[src/rtl/audio_gain_ramp.sv]
// audio_gain_ramp: per-sample gain ramp (Q1.7) with a 3-stage multiply/saturate pipeline and mute fade
module audio_gain_ramp #(
  parameter int DW = 24,
  parameter int GW = 8,
  parameter int RAMP_STEP = 1
) (
  input  logic          clk_i,
  input  logic          rst_i,
  input  logic          en_i,
  input  logic          sample_clk_i,
  input  logic [DW-1:0] sample_i,
  input  logic [GW-1:0] gain_target_i,
  input  logic          mute_i,
  output logic [DW-1:0] sample_o,
  output logic          sample_valid_o,
  output logic          clip_o,
  output logic [GW-1:0] gain_cur_o,
  output logic          ramp_busy_o,
  output logic          muted_o
);
  localparam int PW = DW + GW + 1;
  localparam logic [GW-1:0] STEP = GW'(RAMP_STEP);
  typedef enum logic [1:0] {MUTED, STEADY, RAMP_UP, RAMP_DOWN} state_t;
  state_t state_q, state_d;
  logic sclk_q, v1_q, v2_q, valid_q, clip_q, ev, sat_hi, sat_lo;
  logic signed [DW-1:0] s1_q, out_q, sat;
  logic signed [PW-1:0] prod_q, shifted;
  logic [GW-1:0] gain_q, gain_d, eff, up_diff, dn_diff;
  assign ev = sample_clk_i & ~sclk_q & en_i;
  assign eff = mute_i ? '0 : gain_target_i;
  assign up_diff = eff - gain_q;
  assign dn_diff = gain_q - eff;
  always_comb begin
    gain_d = gain_q;
    if (ev)
      gain_d = (gain_q < eff) ? gain_q + ((up_diff > STEP) ? STEP : up_diff) :
               (gain_q > eff) ? gain_q - ((dn_diff > STEP) ? STEP : dn_diff) : gain_q;
  end
  always_comb begin
    state_d = state_q;
    if (en_i)
      state_d = (gain_d < eff) ? RAMP_UP :
                (gain_d > eff) ? RAMP_DOWN :
                (mute_i && gain_d == '0) ? MUTED : STEADY;
  end
  // overflow whenever the bits above the DW-1 sign position disagree
  assign shifted = prod_q >>> 7;
  assign sat_hi = ~shifted[PW-1] & |shifted[PW-1:DW-1];
  assign sat_lo = shifted[PW-1] & ~&shifted[PW-1:DW-1];
  assign sat = sat_hi ? {1'b0, {(DW-1){1'b1}}} :
               sat_lo ? {1'b1, {(DW-1){1'b0}}} : shifted[DW-1:0];
  always_ff @(posedge clk_i) begin
    if (rst_i) state_q <= MUTED;
    else if (en_i) state_q <= state_d;
  end
  always_ff @(posedge clk_i) begin
    sclk_q <= rst_i ? 1'b0 : sample_clk_i;
    if (rst_i) begin
      v1_q <= 1'b0;
      v2_q <= 1'b0;
      valid_q <= 1'b0;
      clip_q <= 1'b0;
      s1_q <= '0;
      prod_q <= '0;
      out_q <= '0;
      gain_q <= '0;
    end else begin
      valid_q <= en_i & v2_q;
      if (en_i) begin
        v1_q <= ev;
        v2_q <= v1_q;
        gain_q <= gain_d;
        if (ev) s1_q <= sample_i;
        if (v1_q) prod_q <= PW'(s1_q) * PW'($signed({1'b0, gain_q}));
        if (v2_q) begin
          out_q <= sat;
          clip_q <= sat_hi | sat_lo;
        end
      end
    end
  end
  assign sample_o = out_q;
  assign sample_valid_o = valid_q;
  assign clip_o = clip_q;
  assign gain_cur_o = gain_q;
  assign ramp_busy_o = (state_q == RAMP_UP) || (state_q == RAMP_DOWN);
  assign muted_o = state_q == MUTED;
endmodule

[config.mk]
export PLATFORM = sky130hd
export DESIGN_NAME = audio_gain_ramp
export DESIGN_NICKNAME = d
export VERILOG_FILES = /design/src/rtl/audio_gain_ramp.sv
export SDC_FILE = /design/constraint.sdc
export NUM_CORES = 1
export LEC_CHECK = 0
export CORE_MARGIN = 4
export CORE_UTILIZATION = 62
export DETAILED_ROUTE_END_ITERATION = 16
export GPL_ROUTABILITY_DRIVEN = 0
export PLACE_DENSITY = 0.92
export SYNTH_ARGS = -nofsm -noshare
export SYNTH_HDL_FRONTEND = slang
export SYNTH_SLANG_ARGS = --single-unit
[constraint.sdc]
create_clock -name clk_i -period 7.5 [get_ports clk_i]
set_input_delay 0.75 -clock clk_i [delete_from_list [all_inputs] [get_ports clk_i]]
set_output_delay 0.75 -clock clk_i [all_outputs]
set_load 0.03 [all_outputs]
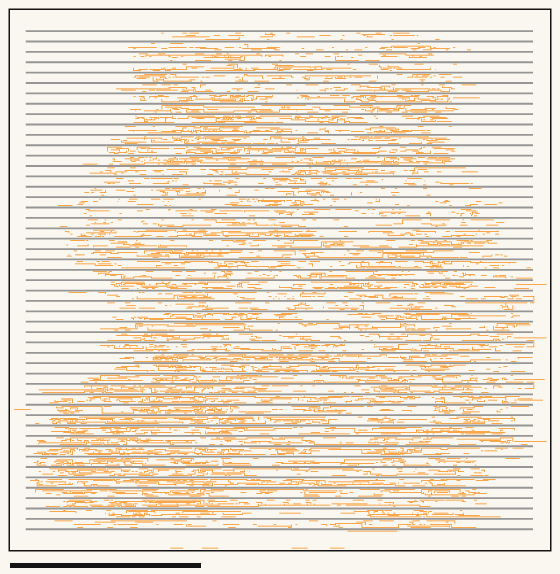
Fig. 1. Met1 routing (run 1).
The bar under the picture is 50 um long. Supply wires on this layer in grey.
nets with wire on the layer: 1543
share of all routed wire: 37%
wire length on this layer: 10100 um
longest straight run: 30.4 um
met1 Use GR: 0.3237
Vias: 9343

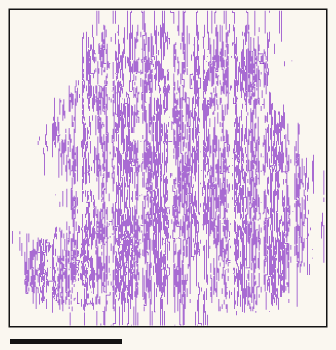
Fig. 2. Met2 routing (run 1).
The bar under the picture is 50 um long.
nets with wire on the layer: 1454
share of all routed wire: 52%
main direction: vertical
longest straight run: 34.3 um
met2 GRT Util: 0.4955
final WL: 27110 um

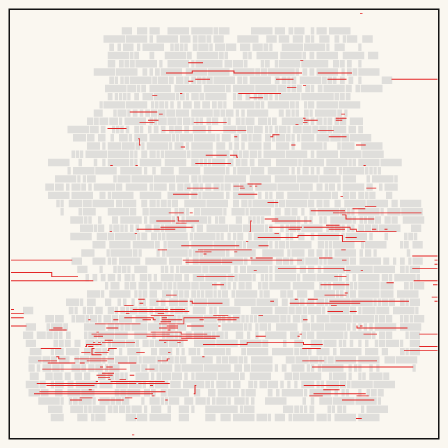
Fig. 3. Metal 3 (run 1).
Cells faint in the background.
share of all routed wire: 6.1%
main direction: horizontal
longest straight run: 41.4 um
nets with wire on the layer: 150
wire length on this layer: 1660 um
M3 GR Usage: 0.03404

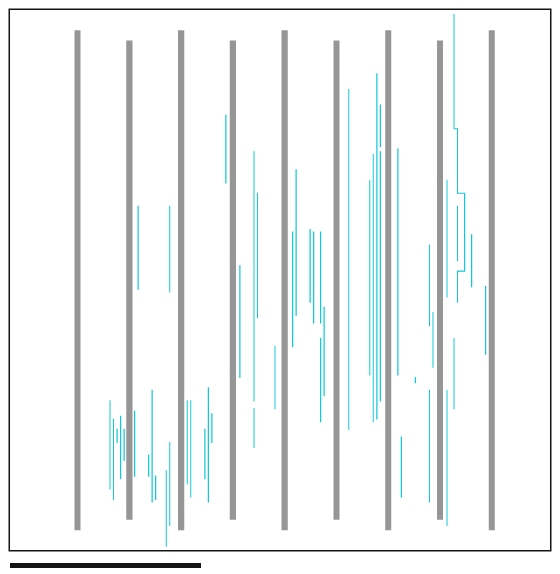
Fig. 4. Met4 routing (run 1).
The bar under the picture is 50 um long. Supply wires on this layer in grey.
share of all routed wire: 5.1%
main direction: vertical
longest straight run: 90.4 um
wire length on this layer: 1390 um

==> run_results.csv, run 1 <==
group,metric,value,unit
layout,nNetsFinal,1667,
route,first_pass_iters,5,
flow_run,cap_violations,0,
layout,flop_area,1782,sq um
die,chipHeight,141.5,um
route,drtIter0Drc,755,
flow_run,warnings,36,
power,cellPowerDensity,120.4,nW/um^2
global_route,grt_antenna_before_repair,0,
route,wl_per_cell,16.85,um
synthesis,top_area_cell,"fa_1",
layout,layout_top_cells,"inv_1 (218), nand2_1 (208), fa_1 (153)",
die,chipArea,20030,sq um
clock_tree,cts_hold_buffers,0,
global_route,grt.total_usage,0.2762,
timing,max_freq,159.0,MHz
worst_setup_path,critPathLaunchType,"primary input",
clock_tree,ctsResizeCount,0,
timing,relSlewSlack,0.1556,
die,fp.dieW,141.5,um
global_route,grt_first_pass_wirelength,44970,um
synthesis,ys_chip_area,11060,sq um
die,taps,225,
synthesis,edf_count,0,
timing,layout_min_cycle_time,6.288,ns
timing,drv_slew,0,
clock_tree,htree_num_levels,3,
synthesis,ys.flops,89,
timing,rsz0062_at_grt,"no",
synthesis,yosysUniqueCellTypes,68,
die,fp_util,0.6370,
worst_hold_path,min-delay-path-class,"reg2reg",
layout,num-nonclk-buffers,86,
timing,setup_viol,0,
clock_tree,cts-root-buf,"clkbuf_16",
worst_setup_path,cp.arrival,6.52,ns
synthesis,syn_area,11060,sq um
layout,seq-cell-share,0.1448,
layout,fin_cells,1609,
synthesis,synth-async-reset-ratio,0,
route,ant_nets,0,
route,vias_per_cell,5.807,
power,power,1.482,mW
placed_design,dp.cells,1593,
synthesis,synthTopCellsByArea,"fa_1 (28%), dfxtp_1 (16%), ha_1 (11%), inv_1 (7.4%), nand2_1 (7.1%)",
die,coreArea,17360,sq um
synthesis,syn_area_per_cell,8.319,sq um
layout,comb.multi_input.count,975,
timing,hold_viol,0,
clock_tree,numCtsBuffers,9,
synthesis,top_area_frac,0.2770,
worst_setup_path,path_max_fanout,10,
synthesis,yosys_warnings,0,
global_route,grt_pass1_vias,9663,
status,status,"completed",
layout,diodes,0,
global_route,grt_overflow,0,
synthesis,ff_type,"dfxtp_1",
worst_setup_path,cp-end-kind,"flop",
layout,clockBufferCount,9,
synthesis,postSynthCellCount,1329,
placed_design,io_buffers,72,
layout,logic_area,8269,sq um
timing,finalSetupTns,0,ns
layout,comb_area_share,0.6719,
layout,nFillCells,1217,
die,ios,73,
layout,design.seq.count,89,
power,vdd_drop_max,140.2,uV
layout,drive_gt1_frac,0.03179,
route,drcViolationCount,0,
layout,inverters,218,
timing,tightest_slew,1.262,ns
power,p_leak,5.966,nW
layout,fin_area,12310,sq um
synthesis,ys_seq_frac,0.1612,
layout,lay_top_count,"inv_1",
clock_tree,postCtsSetupBuffers,0,
global_route,grt_max_degree,93,
clock_tree,cts_tree,"yes",
layout,clock_area_frac,0.02725,
worst_setup_path,crit_type,"in2reg",
clock_tree,insertion_delay,0.36,ns
placed_design,dpl_cell_area,11970,sq um
layout,syn_to_final_growth,11.32,%
die,placementRows,48,
placed_design,hpwlAfterDp,20520,um
clock_tree,cts.sinks,89,
clock_tree,clkTransAtPathRegs,0.07,ns
synthesis,ys_cells,1329,
timing,fin_crit_sh,0.8385,
worst_setup_path,required,7.73,ns
timing,fin_worst_skew,0.01428,ns
layout,dominant_cells,"logic gates",
layout,layout.nonclk_buf_frac,0.06669,
clock_tree,cts_buffer_depth,2,
run 1: path summary, 6_finish.rpt:
kind / from / to / slack, ns / cells after the start
setup reg to reg: gain_cur_o[4] / state_q[0] / 1.35 / 23
hold / removal: sample_o[5] / sample_o[5] / 0.45 / 2
hold reg to reg: sample_o[5] / sample_o[5] / 0.45 / 2
setup / recovery: mute_i / state_q[0] / 1.21 / 26
run 1: cells in the mapped netlist (4+ instances only):
| library cell | count |
|---|---|
| a21o_1 | 18 |
| a21oi_1 | 102 |
| a31oi_1 | 9 |
| and2_1 | 118 |
| buf_1 | 4 |
| clkbuf_1 | 52 |
| dfxtp_1 | 89 |
| fa_1 | 153 |
| ha_1 | 98 |
| inv_1 | 218 |
| nand2_1 | 208 |
| nand2b_1 | 10 |
| nand3_1 | 11 |
| nand4_1 | 6 |
| nor2_1 | 36 |
| nor2b_1 | 16 |
| nor3_1 | 11 |
| o21a_1 | 10 |
| o21ai_0 | 42 |
| o221ai_1 | 4 |
| o22ai_1 | 5 |
| or3_1 | 5 |
| xnor2_1 | 24 |
| xor2_1 | 13 |
run 1: worst max-delay path, cell delays in order:
cell	delay [ns]
clkdlybuf4s50_1	0.61
nand2b_1	0.29
inv_1	0.15
ha_1	0.23
fa_1	0.25
nor2b_4	0.06
o21a_1	0.17
a2111oi_0	0.47
o22ai_1	0.17
nor4_2	0.48
nand2_1	0.10
nand2_1	0.10
fa_1	0.22
a21o_1	0.18
a21o_1	0.18
a21o_1	0.12
a21oi_1	0.07
xor2_1	0.16
o221ai_1	0.19
ha_1	0.33
nand3_1	0.11
nor3_1	0.27
o2111ai_1	0.16
or4_1	0.43
nor3_1	0.14
a31oi_1	0.10
run 1: cell families (layout without fill, tap and decap cells):
logic type / Yosys count / count (layout) / synth area share
mux: 3 / 3 / 0.002942
fa+ha+maj: 252 / 252 / 0.3890
buf+inv: 278 / 320 / 0.09563
flops: 89 / 89 / 0.1612
simple gates: 441 / 441 / 0.1956
compound gates: 227 / 227 / 0.1257
xor+xnor: 37 / 37 / 0.02931
other cells: 2 / 15 / 0.0006793
run 1: per-stage QoR:
step	utilization	hold slack, ns	worst slack, ns
after detailed placement	0.6895	0.4434	1.024
after global placement	0.6895	0.4384	1.170
after floorplan	-	0.4197	1.871
after CTS	0.7088	0.4525	1.382
after global routing	0.7091	0.4737	0.8917
final	0.7091	0.4511	1.212
run 1: routing by layer:
metal,share of wire,routed length (um),GRT usage,vias to the layer above
met1,0.37,10050,0.3237,4547
met4,0.051,1391,0.1419,0
met2,0.52,14000,0.4955,398
met3,0.061,1664,0.03404,108
met5,0,0,0,-
li1,-,-,-,4290
run 1: registers in the layout, indices dropped and copies added (netlist names):
signal / count
sample_valid_o: 1
gain_cur_o: 8
clip_o: 1
v1_q: 1
sclk_q: 1
v2_q: 1
prod_q: 26
sample_o: 24
state_q: 2
s1_q: 24
run 1: power by group:
group / leakage (nW) / internal (mW) / switching (mW) / total, mW
registers: 0.721 / 0.485 / 0.0381 / 0.523
clock network: 0.162 / 0.300 / 0.220 / 0.520
logic: 5.08 / 0.177 / 0.261 / 0.438
Fig. 5: run 1, track usage over the die
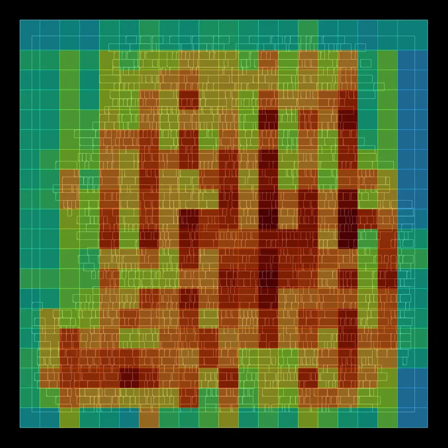

==> inputs of run 2 (changes only) <==
==> constraint.sdc (replaced) <==
create_clock -name clk_i -period 6.2 [get_ports clk_i]
set_input_delay 0.62 -clock clk_i [delete_from_list [all_inputs] [get_ports clk_i]]
set_output_delay 0.62 -clock clk_i [all_outputs]
set_load 0.03 [all_outputs]
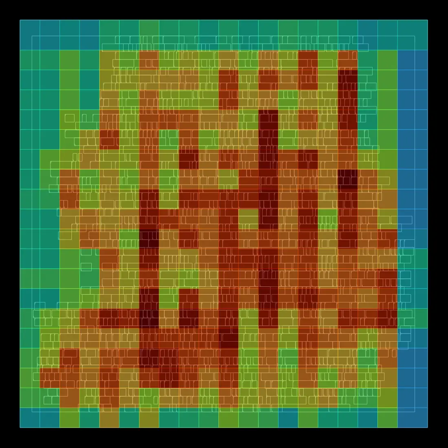
Fig. 6. Track usage over the die (run 2).
met1 Use GR: 0.3376
M3 GR Usage: 0.04853
Avg WL per Cell: 17.21 um

==> run_results.csv, run 2 <==
group,metric,value,unit
die,coreArea,17360,sq um
route,first_pass_iters,6,
timing,fin_worst_skew,0.01310,ns
layout,largest-register,"prod_q",
route,ant_nets,0,
route,vias_per_cell,5.851,
synthesis,ys_cells,1329,
synthesis,synth-async-reset-ratio,0,
clock_tree,htree_num_levels,3,
status,status,"completed",
layout,logic_area,8300,sq um
synthesis,yosysUniqueCellTypes,68,
synthesis,ff_type,"dfxtp_1",
timing,max_freq,168.9,MHz
flow_run,warnings,36,
synthesis,netlist_top_cells_count,"inv_1 (218), nand2_1 (208), fa_1 (153)",
power,cellPowerDensity,139.8,nW/um^2
timing,setup_viol,0,
layout,final_util,0.7140,
route,drtIter0Drc,846,
timing,drv_slew,0,
flow_run,cap_violations,0,
worst_setup_path,slowest_stage,"clkdlybuf4s50_1",
global_route,grt_first_pass_wirelength,46800,um
worst_setup_path,critPathMaxStageDelay,0.47,ns
worst_setup_path,crit_type,"in2reg",
synthesis,yosys_warnings,0,
timing,relSlewSlack,0.4125,
global_route,grt_antenna_before_repair,0,
global_route,grt_overflow,0,
layout,nFillCells,1224,
worst_setup_path,path_max_fanout,5,
clock_tree,postCtsSetupBuffers,0,
power,vdd_drop_max,123.5,uV
global_route,grt_max_degree,53,
layout,drive_gt1_frac,0.04441,
timing,hold_viol,0,
global_route,grt.total_usage,0.2882,
worst_setup_path,cp.arrival,6.15,ns
placed_design,hpwlAfterDp,21380,um
layout,diodes,0,
route,drcViolationCount,0,
power,p_leak,6.013,nW
route,routed_wirelength,27900,um
clock_tree,cts-root-buf,"clkbuf_16",
layout,layout_top_cells,"inv_1 (218), nand2_1 (208), fa_1 (153)",
clock_tree,clkTransAtPathRegs,0.07,ns
layout,lay_top_count,"inv_1",
timing,fin_hold_ws,0.4496,ns
timing,tightest_slew,0.8792,ns
worst_setup_path,cp-end-kind,"flop",
synthesis,ys_chip_area,11060,sq um
synthesis,syn_area,11060,sq um
worst_setup_path,critPathLaunchType,"primary input",
clock_tree,cts_tree,"yes",
worst_hold_path,min-delay-path-class,"reg2reg",
placed_design,io_buffers,72,
worst_setup_path,cp_cell_sequence,"clkdlybuf4s50_1 -> nand2b_1 -> ha_1 -> fa_1 -> or2b_1 -> a31oi_1 -> o21ai_1 -> a2111oi_4 -> a31oi_1 -> fa_1 -> a21o_1 -> a21oi_1 -> xnor2_1 -> nor2_1 -> a31oi_1 -> o22ai_1 -> ha_1 -> nand3_1 -> nor3_2 -> o2111ai_1 -> or4_1 -> nor3_2 -> a31oi_1",
worst_setup_path,path_buffers,1,
synthesis,edf_count,0,
synthesis,top_area_cell,"fa_1",
worst_setup_path,critPathMostFrequentCell,"a31oi_1",
clock_tree,cts.sinks,89,
layout,largest_reg_flops,26,
timing,layout_min_cycle_time,5.921,ns
worst_setup_path,required,6.43,ns
synthesis,postSynthCellCount,1329,
synthesis,ys_seq_frac,0.1612,
die,fp.dieW,141.5,um
die,ios,73,
clock_tree,insertion_delay,0.36,ns
die,placementRows,48,
synthesis,synth.most_common_cell,"inv_1",
synthesis,syn_area_per_cell,8.319,sq um
die,chipHeight,141.5,um
timing,fin_crit_sh,0.9550,
synthesis,ys.flops,89,
die,fp_util,0.6370,
layout,nNetsFinal,1679,
layout,syn_to_final_growth,12.10,%
route,num_vias,9485,
global_route,grt_pass1_vias,9998,
synthesis,top_area_frac,0.2770,
synthesis,synthTopCellsByArea,"fa_1 (28%), dfxtp_1 (16%), ha_1 (11%), inv_1 (7.4%), nand2_1 (7.1%)",
clock_tree,cts_buffer_depth,2,
clock_tree,numCtsBuffers,9,
die,chipArea,20030,sq um
layout,flop_area,1784,sq um
worst_setup_path,cpLargestDelayFamily,"AND-OR/OR-AND gates",
power,power,1.733,mW
run 2: cell counts after synthesis:
Identical to the previous run, type by type.
run 2: logic make-up after synthesis:
family / Yosys count / share of synthesized area
other cells: 2 / 0.0006793
fa+ha+maj: 252 / 0.3890
simple gates: 441 / 0.1956
xor+xnor: 37 / 0.02931
flops: 89 / 0.1612
compound gates: 227 / 0.1257
mux: 3 / 0.002942
buf+inv: 278 / 0.09563
run 2: worst min-delay path: cells and delay by family, from the launching register on:
kind / cells / cell delay, ns
flip-flops: 1 / 0.31
AND/OR/NAND/NOR: 1 / 0.05
AND-OR/OR-AND: 1 / 0.05
run 2: power by group:
part,internal (mW),switching (mW)
combinational,0.225,0.329
sequential,0.587,0.0425
clock,0.284,0.265
run 2: layout make-up:
cell class / count / share of cell area
Sequential cell: 89 / 0.1440
Multi-Input combinational cell: 975 / 0.6698
Clock buffer: 9 / 0.01817
Timing Repair Buffer: 98 / 0.07350
Tap cell: 225 / 0.02272
Clock inverter: 7 / 0.005856
Inverter: 218 / 0.06603
run 2: final timing paths:
path | from | endpoint | slack, ns | depth (start not counted)
hold / removal | prod_q[19] | prod_q[19] | 0.45 | 2
hold reg to reg | prod_q[19] | prod_q[19] | 0.45 | 2
setup / recovery | mute_i | state_q[0] | 0.28 | 23
setup reg to reg | gain_cur_o[5] | prod_q[26] | 0.34 | 18
run 2: through the flow:
stage	area (sq um)	worst slack [ns]	std cells	setup TNS, ns
3_5_place_dp	12060	-0.08086	1605	-0.08086
2_1_floorplan	11100	0.5709	1342	0
5_1_grt	12390	-0.006140	1621	-0.006140
4_1_cts	12360	0.1275	1621	0
6_report	12390	0.2789	1621	0
3_3_place_gp	12060	0.2271	1605	0
run 2: routing by layer:
metal / global-route usage / vias to the layer above / routed length, um
met1: 0.3376 / 4603 / 10060
met4: 0.1525 / 0 / 1570
met2: 0.5055 / 445 / 14180
met5: 0 / - / 0
li1: - / 4310 / -
met3: 0.04853 / 127 / 2088
run 2: timing repair:
| item | 4_1_cts | 5_1_grt |
|---|---|---|
| hold buffers | 0 | 0 |
| gates resized | 0 | 6 |
| endpoints found under the setup margin | 0 | 2 |
Fig. 7: run 2, metal 3
Cells faint in the background.
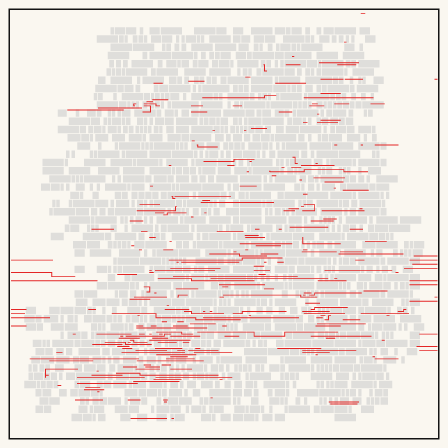

==> inputs of run 3 (changes only) <==
--- a/config.mk
+++ b/config.mk
@@ -5,6 +5,7 @@
 export SDC_FILE = /design/constraint.sdc
 export NUM_CORES = 1
 export LEC_CHECK = 0
+export CORE_ASPECT_RATIO = 0.7
 export CORE_MARGIN = 4
 export CORE_UTILIZATION = 62
 export DETAILED_ROUTE_END_ITERATION = 16
==> constraint.sdc (replaced) <==
create_clock -name clk_i -period 6.2 [get_ports clk_i]
set_input_delay 1.24 -clock clk_i [delete_from_list [all_inputs] [get_ports clk_i]]
set_output_delay 1.24 -clock clk_i [all_outputs]
set_load 0.03 [all_outputs]
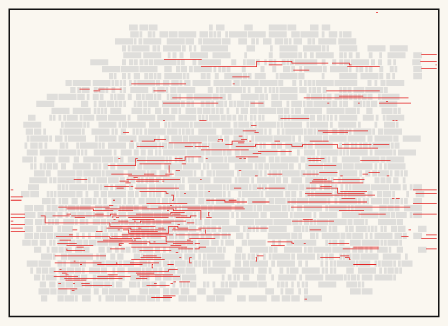
Fig. 8. Metal 3 (run 3).
Cells faint in the background.
share of all routed wire: 7.9%
longest straight run: 46.5 um
main direction: horizontal
Vias: 9645
final WL: 28700 um
M3 GR Usage: 0.05828

==> run_results.csv, run 3 <==
group,metric,value,unit
worst_setup_path,path_buffers,4,
global_route,grt_overflow,0,
synthesis,synth.most_common_cell,"inv_1",
clock_tree,cts_hold_buffers,0,
layout,fin_area,12790,sq um
clock_tree,numCtsBuffers,9,
timing,layout_min_cycle_time,6.100,ns
layout,largest_reg_flops,26,
worst_setup_path,critPathMaxStageDelay,0.47,ns
power,internal_power,1.169,mW
route,wl_per_cell,17.25,um
clock_tree,cts-root-buf,"clkbuf_16",
timing,drv_slew,0,
synthesis,yosys_warnings,0,
placed_design,dp.cells,1644,
worst_setup_path,required,6.48,ns
worst_setup_path,path_max_fanout,2,
timing,hold_viol,0,
placed_design,place_ws,-0.5055,ns
synthesis,ys_cells,1329,
layout,layout_top_cells,"inv_1 (218), nand2_1 (208), fa_1 (150)",
worst_setup_path,cpLargestDelayFamily,"AND-OR/OR-AND gates",
synthesis,top_area_cell,"fa_1",
placed_design,io_buffers,72,
power,p_seq_frac,0.348,
worst_setup_path,cp-end-kind,"flop",
timing,finalSetupTns,0,ns
layout,nNetsFinal,1716,
power,cellPowerDensity,142.4,nW/um^2
placed_design,hpwlAfterDp,21800,um
status,status,"completed",
synthesis,ys_chip_area,11060,sq um
route,first_pass_iters,5,
worst_setup_path,crit_type,"in2reg",
synthesis,synth-async-reset-ratio,0,
timing,relSlewSlack,0.3976,
power,p_comb_frac,0.342,
clock_tree,cts.sinks,89,
timing,setup_viol,0,
layout,nFillCells,1207,
synthesis,synthTopCellsByArea,"fa_1 (28%), dfxtp_1 (16%), ha_1 (11%), inv_1 (7.4%), nand2_1 (7.1%)",
clock_tree,cts_buffer_depth,2,
timing,fin_ws,0.1004,ns
route,ant_nets,0,
timing,fin_crit_sh,0.9838,
power,power_frac_clock,0.311,
global_route,grt_pass1_vias,10110,
synthesis,ys.flops,89,
route,vias_per_cell,5.796,
layout,syn_to_final_growth,15.71,%
timing,tightest_slew,0.9024,ns
route,drcViolationCount,0,
die,coreArea,17320,sq um
synthesis,top_area_frac,0.2770,
die,ios,73,
synthesis,ys_seq_frac,0.1612,
worst_setup_path,critPathLaunchType,"primary input",
flow_run,cap_violations,0,
power,p_leak,6.240,nW
synthesis,edf_count,0,
clock_tree,clkTransAtPathRegs,0.06,ns
layout,largest-register,"prod_q",
layout,drive_gt1_frac,0.08095,
flow_run,warnings,36,
power,power_switching,0.6519,mW
global_route,grt.total_usage,0.2915,
layout,diodes,0,
layout,fin_cells,1664,
die,fp.dieW,167.6,um
die,chipHeight,119.7,um
placed_design,dpl_cell_area,12310,sq um
synthesis,syn_area,11060,sq um
worst_hold_path,min-delay-path-class,"reg2reg",
timing,max_freq,163.9,MHz
worst_setup_path,cp.arrival,6.38,ns
synthesis,ff_type,"dfxtp_1",
timing,fin_worst_skew,0.008760,ns
clock_tree,cts_tree,"yes",
global_route,grt_max_degree,52,
synthesis,netlist_top_cells_count,"inv_1 (218), nand2_1 (208), fa_1 (153)",
die,fp_util,0.6384,
synthesis,postSynthCellCount,1329,
synthesis,yosysUniqueCellTypes,68,
power,vdd_drop_max,112.9,uV
die,chipArea,20070,sq um
global_route,grt_antenna_before_repair,0,
global_route,grt_first_pass_wirelength,47900,um
synthesis,syn_area_per_cell,8.319,sq um
layout,lay_top_count,"inv_1",
clock_tree,htree_num_levels,3,
die,placementRows,40,
timing,fin_hold_ws,0.4479,ns
route,drtIter0Drc,814,
worst_setup_path,slowest_stage,"clkdlybuf4s50_1",
power,netSwitchingFraction,0.3579,
clock_tree,insertion_delay,0.35,ns
## run 3: netlist changes by cell type in the layout (fill, tap and decap cells not counted), moves of 3 or more
| cell | change |
|---|---|
| buf_4 | +37 |
| nand2b_1 | -3 |
| nor2b_2 | +3 |
| fa_1 | -3 |
| fa_2 | +3 |
| nor2b_1 | -3 |
## run 3: power groups by stage
stage | logic (mW) | registers, mW | clock network, mW
after global routing | 0.678 | 0.635 | 0.593
final | 0.622 | 0.634 | 0.566
after CTS | 0.574 | 0.631 | 0.569
after floorplan | 0.371 | 0.629 | 0
after global placement | 0.535 | 0.642 | 0
after detailed placement | 0.563 | 0.643 | 0
## run 3: cells by family after synthesis
logic type	after synthesis	share of synthesized area
and+or+nand+nor	441	0.1956
buffers and inverters	278	0.09563
adders and majority gates	252	0.3890
AOI/OAI and AO/OA	227	0.1257
DFF	89	0.1612
xor gates and xnor gates	37	0.02931
muxes	3	0.002942
other	2	0.0006793
## run 3: per-stage QoR
stage                     power, mW    util
after detailed placement      1.206  0.7111
final                         1.821  0.7387
after global placement        1.177  0.7111
after floorplan              0.9995       -
after global routing          1.906  0.7387
after CTS                     1.773  0.7303
## run 3: worst paths after layout
| kind | start | endpoint | slack [ns] | cells past startpoint |
|---|---|---|---|---|
| max | gain_target_i[2] | state_q[1] | 0.10 | 27 |
| min | sample_o[12] | sample_o[12] | 0.45 | 2 |
| max reg2reg | gain_cur_o[0] | state_q[1] | 0.27 | 26 |
| min reg2reg | sample_o[12] | sample_o[12] | 0.45 | 2 |
## run 3: layout make-up
cell class,instances,area (sq um),share of cell area
multi-input combinational,975,8408,0.6573
sequential,89,1782,0.1393
timing repair buffer,135,1194,0.09331
inverter,218,818.3,0.06397
tap,231,289.0,0.02259
clock buffer,9,225.2,0.01761
clock inverter,7,76.32,0.005966
## run 3: repair_timing
action / in CTS / in global routing
buffers inserted: 0 / 3
pin swaps: 0 / 17
setup endpoints to repair: 1 / 2
resized: 7 / 25
## run 3: worst min-delay path: cells and delay by family (launching register included)
family,cells,cell delay [ns]
AND-OR/OR-AND,1,0.05
flip-flops,1,0.31
AND/OR/NAND/NOR,1,0.05
## run 3: routing by layer
layer / GRT usage / up-vias / share of wire
met4: 0.1075 / 0 / 0.035
li1: - / 4383 / -
met5: 0 / - / 0
met1: 0.3711 / 4691 / 0.40
met3: 0.05828 / 109 / 0.079
met2: 0.4962 / 462 / 0.49
No activity file was given, so power comes from the tool's default toggle rates.
